`config.mk`:
```
export PLATFORM = sky130hd
export DESIGN_NAME = gray_rx_decoder
export DESIGN_NICKNAME = d
export VERILOG_FILES = /design/src/rtl/gray_rx_decoder.sv
export SDC_FILE = /design/constraint.sdc
export NUM_CORES = 1
export LEC_CHECK = 0
export CORE_UTILIZATION = 56
export CTS_BUF_LIST = sky130_fd_sc_hd__clkbuf_16
export CTS_CLUSTER_SIZE = 25
export DETAILED_ROUTE_END_ITERATION = 10
export PLACE_DENSITY = 0.9
export SYNTH_ARGS = -nofsm -noshare
export SYNTH_HDL_FRONTEND = slang
export SYNTH_SLANG_ARGS = --single-unit
export TNS_END_PERCENT = 50
```
`constraint.sdc`:
```
create_clock -name clk -period 5.1 [get_ports clk]
set_clock_uncertainty 0.05 [all_clocks]
set_input_delay 1.02 -clock clk [delete_from_list [all_inputs] [get_ports clk]]
set_output_delay 1.02 -clock clk [all_outputs]
set_load 0.05 [all_outputs]
```
`src/rtl/gray_rx_decoder.sv`:
```
// Gray-code counter receiver: decodes each valid Gray word to binary, checks that the
// stream advances by +1, counts step errors and tracks lock on the counter stream.
`timescale 1ns/1ps
module gray_rx_decoder #(
  parameter int CBITS  = 18,
  parameter int LOCK_N = 4,
  parameter int ECBITS = 8
) (
  input  logic              clk,
  input  logic              rst,
  input  logic [CBITS-1:0]  gray_in,
  input  logic              gray_vld,
  output logic [CBITS-1:0]  bin_out,
  output logic              bin_vld,
  output logic              step_err,
  output logic              wrap_pulse,
  output logic              zero_seen,
  output logic              locked,
  output logic [ECBITS-1:0] err_cnt,
  output logic [1:0]        state_dbg,
  output logic [7:0]        run_dbg
);

  // Handshake: gray_vld is a one-cycle strobe, every strobed word is accepted (no ready);
  // bin_vld pulses exactly once per accepted word, two cycles later, with its flags.

  localparam logic [1:0] S_IDLE = 2'd0;
  localparam logic [1:0] S_ACQ  = 2'd1;
  localparam logic [1:0] S_LOCK = 2'd2;

  localparam logic [CBITS-1:0]  ALL_ONES = '1;
  localparam logic [ECBITS-1:0] EC_MAX   = '1;
  localparam logic [7:0]        LOCK_N8  = 8'(LOCK_N);

  logic [CBITS-1:0] g1;
  logic             v1;
  logic [CBITS-1:0] bin_c;
  logic [CBITS-1:0] prev;
  logic [CBITS-1:0] prev_inc;
  logic [1:0]       state, state_nx;
  logic [7:0]       run, run_nx;
  logic             active, good, rpt, bad;

  // bin[i] is the XOR of all Gray bits at or above position i.
  always_comb begin
    bin_c = '0;
    for (int i = 0; i < CBITS; i++) begin
      bin_c[i] = ^(g1 >> i);
    end
  end

  assign prev_inc = prev + CBITS'(1);
  assign active   = v1 && (state != S_IDLE);
  assign good     = active && (bin_c == prev_inc);
  assign rpt      = active && (bin_c == prev);
  assign bad      = active && !good && !rpt;

  always_comb begin
    state_nx = state;
    run_nx   = run;
    if (v1) begin
      case (state)
        S_IDLE: begin
          state_nx = S_ACQ;
          run_nx   = 8'd0;
        end
        S_ACQ: begin
          if (good) begin
            run_nx = run + 8'd1;
            if (run_nx == LOCK_N8) state_nx = S_LOCK;
          end else if (bad) begin
            run_nx = 8'd0;
          end
        end
        S_LOCK: begin
          if (bad) begin
            state_nx = S_ACQ;
            run_nx   = 8'd0;
          end
        end
        default: begin
          state_nx = S_IDLE;
          run_nx   = 8'd0;
        end
      endcase
    end
  end

  always_ff @(posedge clk or posedge rst) begin
    if (rst) begin
      g1         <= '0;
      v1         <= 1'b0;
      prev       <= '0;
      bin_out    <= '0;
      bin_vld    <= 1'b0;
      step_err   <= 1'b0;
      wrap_pulse <= 1'b0;
      zero_seen  <= 1'b0;
      locked     <= 1'b0;
      err_cnt    <= '0;
      state      <= S_IDLE;
      run        <= 8'd0;
    end else begin
      v1 <= gray_vld;
      if (gray_vld) g1 <= gray_in;
      bin_vld <= v1;
      // prev follows every decoded word, so a bad step re-syncs the checker.
      if (v1) begin
        bin_out <= bin_c;
        prev    <= bin_c;
      end
      step_err   <= bad;
      wrap_pulse <= good && (prev == ALL_ONES);
      zero_seen  <= v1 && (bin_c == '0);
      locked     <= (state_nx == S_LOCK);
      if (bad && (err_cnt != EC_MAX)) err_cnt <= err_cnt + ECBITS'(1);
      state <= state_nx;
      run   <= run_nx;
    end
  end

  assign state_dbg = state;
  assign run_dbg   = run;

endmodule

```
==> out/results.tsv <==
metric	value	unit
status	finished, final reports clean	
CP Class	reg -> reg	
seq pwr	0.000795	W
top cells by count	60 x dfrtp_1, 46 x xnor2_1, 30 x mux2_2	
Tot GR Track Use	25.9	%
Iteration-0 DRC Markers	237	
internal power	0.00187	W
placed inst area	5100	sq um
Primary FF master, synth	dfrtp_1	
FMAX	229	MHz
Crit path required time	5.32	ns
H-Tree Depth	3	
Power Density	652	nW/um^2
most frequent logic cell in the layout	clkdlybuf4s50_1	
flip-flops with a built-in enable	0	
crit-path cells	inv_1, ha_1, xor3_4, xor2_4, xor2_1, buf_4, xnor3_1, nor4_1, and3_1, nand3_1, and3b_1, o31ai_4, a221o_1	
final hold vios	0	
CTS Root Cell	clkbuf_16	
FA/HA/MAJ Cells, Area Fraction	2.25	%
buffer depth of the longest clock path	2	
Synth area leader	dfrtp_1	
Buffers on Ports	61	
sequential cell count	60	
Total Nets Final	504	
Syn Nets	451	
final instance area	5370	sq um
post-CTS resize count	0	
most common cell in the synthesized netlist	dfrtp_1	
Tapcells	102	
nature of the critical path startpoint	flip-flop	
Post-Synthesis Cell Area	4450	sq um
Die W	91.1	microns
DIE AREA	8310	sq um
dpl ws	0.818	ns
Pins Over Slew Limit	0	
CTS tree	done	
Post-Synth AOI/OAI Area	7.93	%
Non-Filler Instances	582	
fraction of layout cells with a size suffix above 1	14.6	%
placed cells	566	
GRT busiest layer	met2	
Comb gate area	2770	sq um
Setup violations, final	0	
Remaining DRCs	0	
Layout clock area frac	4.87	%
maxcap violations	0	
Psw	0.00162	W
worst setup margin	0.728	ns
Vias per Instance	5.99	
Largest cell class	combinational gates	
Comb/total area	51.7	%
## final timing paths
kind | from | to | slack (ns) | cells after the start
max | g1[17] | run_dbg[3] | 0.73 | 13
min | err_cnt[5] | err_cnt[5] | 0.47 | 1
max reg2reg | g1[17] | run_dbg[3] | 0.73 | 13
min reg2reg | err_cnt[5] | err_cnt[5] | 0.47 | 1
max in group asynchronous | rst | bin_out[10] | 3.31 | 3
min in group asynchronous | rst | bin_vld | 1.17 | 3
## registers in the layout, indices dropped and copies added, names as in the netlist
name and count:
bin_out 18, g1 18, err_cnt 8, run_dbg 8, state_dbg 2, bin_vld 1, locked 1, step_err 1
v1 1, wrap_pulse 1, zero_seen 1
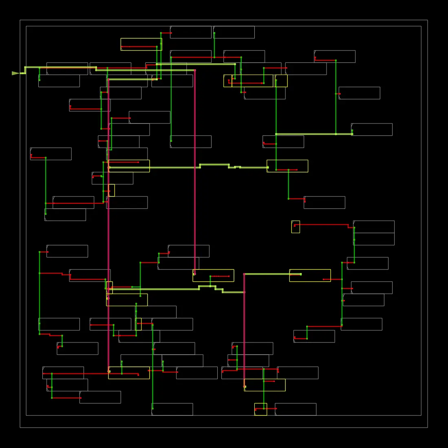
(the clock network)
Clock group: 0.000531 W
clock sinks: 60
CTS buffer count: 9

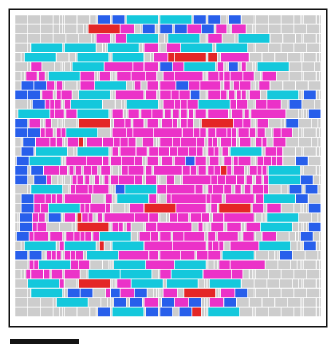
(placed cells, one colour a class)
Bar = 20 microns. Fill, decap, tap and diode cells in grey.
Key: magenta = remaining logic cells [cells 338, share of their area 54%]; cyan = sequential cells [cells 60, share of their area 29%]; red = clock drivers and dummy loads [cells 16, share of their area 5.0%]; blue = remaining buffers and delay cells [cells 66, share of their area 12%]
flop share of the area: 28.0%
Final Core Density: 69.8%
core area: 7690 sq um

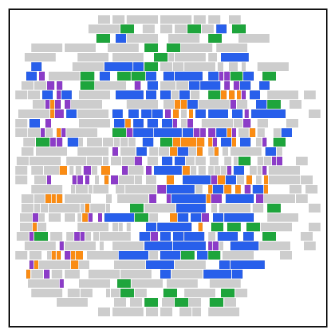
(gate-type map)
Key: blue = xor and xnor cells [cells 90]; orange = nor cells [cells 49]; green = mux cells [cells 39]; purple = nand cells [cells 68]

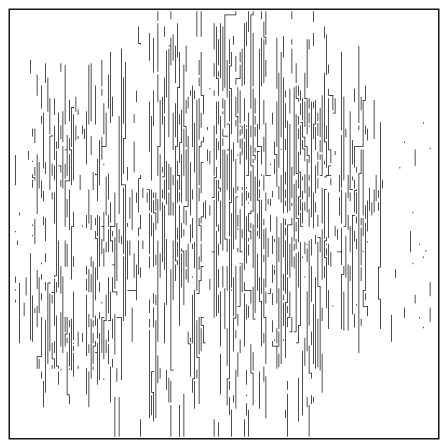
(signal wires on met2)
The wires run mostly vertical. 454 nets have wire on it.
DR vias: 3,486
final wirelength: 10.1 mm
M2 GR Usage: 42.9%

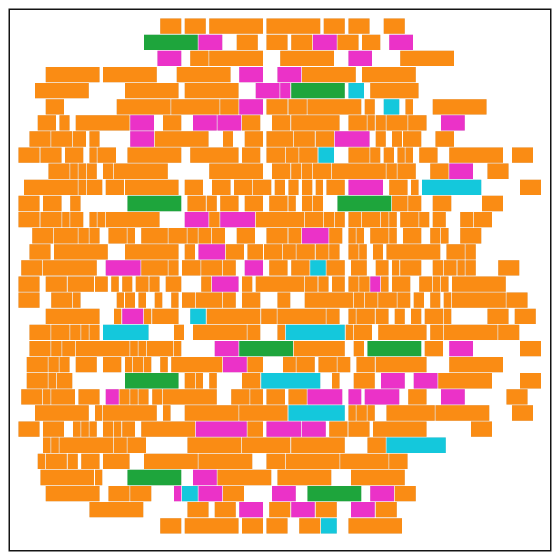
(drive-strength map)
Key: cyan = x3 and x4 [cells 13]; green = x6 and larger [cells 9]; magenta = x2 [cells 48]; orange = x1 and smaller [cells 410]

No activity file was given, so power comes from the tool's default toggle rates.
